<file path="src/rtl/euclid_inverse.sv">
`default_nettype none
// ---------------------------------------------------------------------------
// euclid_inverse: extended-Euclid gcd / modular inverse with restoring divider
// Revision: 1.0
// ---------------------------------------------------------------------------
module euclid_inverse #(
  parameter int WIDTH = 32
) (
  input  logic             clk,
  input  logic             rst,
  input  logic             start,
  input  logic [WIDTH-1:0] phi,
  input  logic [WIDTH-1:0] rng_e,
  output logic             busy,
  output logic             done,
  output logic             valid,
  output logic             should_redo,
  output logic             error,
  output logic [WIDTH-1:0] gcd,
  output logic [WIDTH-1:0] e_key,
  output logic [WIDTH-1:0] d_key
);

  localparam int CW = $clog2(WIDTH) + 1;

  typedef enum logic [2:0] {
    S_IDLE   = 3'd0,
    S_LOAD   = 3'd1,
    S_DIV    = 3'd2,
    S_UPDATE = 3'd3,
    S_FIX    = 3'd4
  } state_t;

  state_t r_state;
  state_t w_next;

  logic [WIDTH-1:0] r_r0, r_r1, r_q, r_rem, r_phi;
  logic [WIDTH+1:0] r_t0, r_t1;
  logic [CW-1:0]    r_cnt;

  logic             w_bad_in;
  logic [WIDTH:0]   w_shift;
  logic [WIDTH:0]   w_diff;
  logic             w_fits;
  logic [WIDTH+1:0] w_prod;
  logic [WIDTH-1:0] w_dkey;

  assign w_bad_in = (phi < WIDTH'(2)) || (rng_e == '0);

  // Partial remainder stays below the divisor, so the shifted value fits in
  // WIDTH+1 bits and the top bit of the difference acts as the borrow.
  assign w_shift = {r_rem, r_q[WIDTH-1]};
  assign w_diff  = w_shift - {1'b0, r_r1};
  assign w_fits  = ~w_diff[WIDTH];

  assign w_prod  = r_t1 * {2'b00, r_q};
  assign w_dkey  = r_t0[WIDTH+1] ? (r_t0[WIDTH-1:0] + r_phi) : r_t0[WIDTH-1:0];

  always_ff @(posedge clk or posedge rst) begin
    if (rst) r_state <= S_IDLE;
    else     r_state <= w_next;
  end

  always_comb begin
    w_next = r_state;
    case (r_state)
      S_IDLE:   if (start) w_next = S_LOAD;
      S_LOAD:   w_next = w_bad_in ? S_FIX : S_DIV;
      S_DIV:    if (r_cnt == CW'(WIDTH - 1)) w_next = S_UPDATE;
      S_UPDATE: w_next = (r_rem == '0) ? S_FIX : S_DIV;
      S_FIX:    w_next = S_IDLE;
      default:  w_next = S_IDLE;
    endcase
  end

  always_ff @(posedge clk or posedge rst) begin
    if (rst) begin
      r_r0        <= '0;
      r_r1        <= '0;
      r_q         <= '0;
      r_rem       <= '0;
      r_phi       <= '0;
      r_t0        <= '0;
      r_t1        <= '0;
      r_cnt       <= '0;
      busy        <= 1'b0;
      done        <= 1'b0;
      valid       <= 1'b0;
      should_redo <= 1'b0;
      error       <= 1'b0;
      gcd         <= '0;
      e_key       <= '0;
      d_key       <= '0;
    end else begin
      done        <= 1'b0;
      should_redo <= 1'b0;
      case (r_state)
        S_IDLE: begin
          if (start) begin
            busy  <= 1'b1;
            valid <= 1'b0;
            error <= 1'b0;
            d_key <= '0;
          end
        end
        S_LOAD: begin
          r_r0  <= phi;
          r_r1  <= rng_e;
          r_t0  <= '0;
          r_t1  <= (WIDTH+2)'(1);
          r_phi <= phi;
          r_q   <= phi;
          r_rem <= '0;
          r_cnt <= '0;
          e_key <= rng_e;
          error <= w_bad_in;
        end
        S_DIV: begin
          r_q   <= {r_q[WIDTH-2:0], w_fits};
          r_rem <= w_fits ? w_diff[WIDTH-1:0] : w_shift[WIDTH-1:0];
          r_cnt <= r_cnt + 1'b1;
        end
        S_UPDATE: begin
          r_r0  <= r_r1;
          r_r1  <= r_rem;
          r_t0  <= r_t1;
          r_t1  <= r_t0 - w_prod;
          // Next division's dividend is the current divisor.
          r_q   <= r_r1;
          r_rem <= '0;
          r_cnt <= '0;
        end
        S_FIX: begin
          done <= 1'b1;
          busy <= 1'b0;
          gcd  <= error ? '0 : r_r0;
          if (!error && (r_r0 == WIDTH'(1))) begin
            valid <= 1'b1;
            d_key <= w_dkey;
          end else begin
            should_redo <= 1'b1;
          end
        end
        default: ;
      endcase
    end
  end

endmodule
`default_nettype wire

</file>
<file path="config.mk">
export PLATFORM = sky130hd
export DESIGN_NAME = euclid_inverse
export DESIGN_NICKNAME = d
export VERILOG_FILES = /design/src/rtl/euclid_inverse.sv
export SDC_FILE = /design/constraint.sdc
export NUM_CORES = 2
export LEC_CHECK = 0
export ABC_AREA = 1
export CAP_MARGIN = 20
export CORE_MARGIN = 10
export CORE_UTILIZATION = 50
export CTS_CLUSTER_SIZE = 10
export DETAILED_ROUTE_END_ITERATION = 12
export GPL_TIMING_DRIVEN = 0
export PLACE_DENSITY = 0.8
export SLEW_MARGIN = 10
export SYNTH_ARGS = -nofsm -noshare
export SYNTH_HDL_FRONTEND = slang
export SYNTH_SLANG_ARGS = --single-unit
</file>
<file path="constraint.sdc">
create_clock -name clk -period 12.5 [get_ports clk]
set_input_delay 3.75 -clock clk [delete_from_list [all_inputs] [get_ports clk]]
set_output_delay 3.75 -clock clk [all_outputs]
set_load 0.1 [all_outputs]
</file>
==> results.json <==
{
  "edf_count": 0,
  "layout.clock_buffers": 44,
  "die.size.y_um": 294,
  "ys_seq_share_pct": 22.6,
  "tool_warning_count": 26,
  "hold_violations": 0,
  "cts_hold_buf": 0,
  "logic_gate_count": 3108,
  "timing.hold.worst.class": "reg2reg",
  "area_added_between_synthesis_and_finish_pct": 11.4,
  "synth.cellmix.simpleShare_pct": 18.8,
  "slew_violations": 0,
  "cp.buffers_inverters": 6,
  "use_met2_pct": 50.8,
  "n_antenna_cell": 4,
  "clockBufferDepth": 3,
  "dieArea_um2": 86200,
  "lay_top_cells": "nand2_1, inv_1, fa_1, dfrtp_1, nor2_1",
  "slack_of_the_worst_reg_to_reg_path_ps": 3320,
  "place_ws_ps": 3620,
  "cp_endpoint": "r_t1[29]$_DFFE_PP0N_",
  "ys_sh_mux_pct": 0,
  "outcome": "finished clean",
  "critical_path.top_delay_family": "adder cells",
  "maxSlewHeadroom_pct": 14.3,
  "floorplan.io_pins": 168,
  "crit_path_max_fanout": 10,
  "topCombFamilyByArea": "adder cells",
  "finalCriticalPeriod_ps": 9180,
  "cell_type_of_the_slowest_stage_on_the_worst_timing_path": "nor4_1",
  "area.share.combinational_pct": 57.0,
  "synth.ff_latch_count": 338,
  "cts_htree_levels": 2
}
-- synthesized netlist by cell type (43+ instances only) --
library cell | instances | area (um2)
inv_1 | 1143 | 4290
nand3_1 | 117 | 586
dfrtp_1 | 338 | 8460
nor2_1 | 246 | 923
o22ai_1 | 53 | 332
o21ai_0 | 195 | 976
nand2_1 | 1308 | 4910
fa_1 | 507 | 10100
clkbuf_1 | 171 | 642
a21oi_1 | 137 | 686
ha_1 | 214 | 2680
xor2_1 | 43 | 377
-- through the flow --
stage	hold WS, ps	instances
2_1_floorplan	448	4818
3_3_place_gp	454	5954
3_5_place_dp	462	5967
4_1_cts	476	6016
5_1_grt	491	6018
6_report	468	6021
Fig. 1: metal layers overlaid
(1 px per um) Only two layers are drawn.
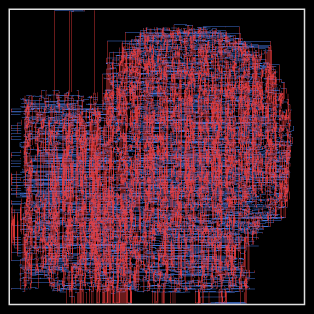
metal 1 -> blue  # wire length 50.3 mm
metal 2 -> red  # wire length 61.5 mm
detailed-route via count: 34200
total routing usage reported by global routing: 31.9%
DR WL/cell: 22.8 um
Detailed Route WL: 137 mm

Fig. 2: M3 wires
(1 px per um)
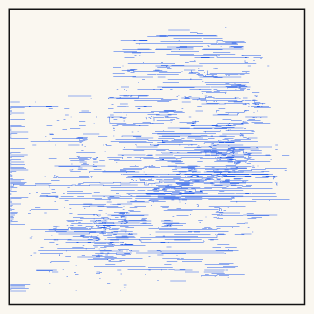
share of all routed wire = 10%
wire length on this layer = 14100 um
main direction = horizontal
longest straight run = 156 um
nets with wire on the layer = 683
met3 usage: 6.89%

Fig. 3: placement by cell class
(1 px per um)
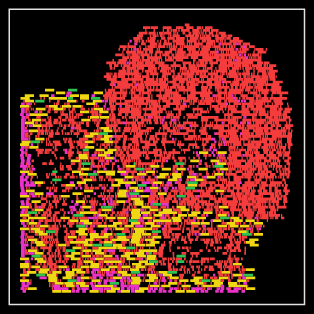
combinational and other logic -> red  # cells 4258, share of their area 69%
clock drivers and dummy loads -> green  # cells 49, share of their area 2.7%
sequential cells -> yellow  # cells 338, share of their area 21%
remaining buffers and delay cells -> magenta  # cells 403, share of their area 7.0%
number of cell rows: 100
Seq area share: 20.3%
area of the core: 74300 um2
post-route cell area: 41700 um2

Fig. 4: placement view
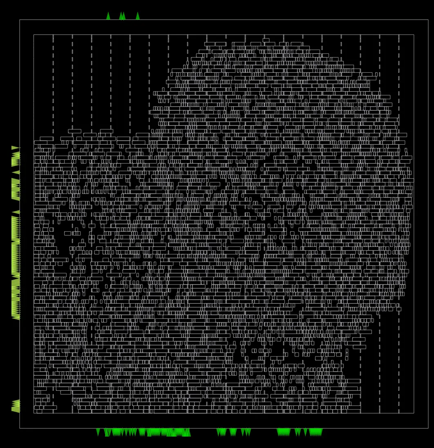
final cell count without fillers: 6021
Layout fillers: 6830
post-layout utilization of the core: 56.1%

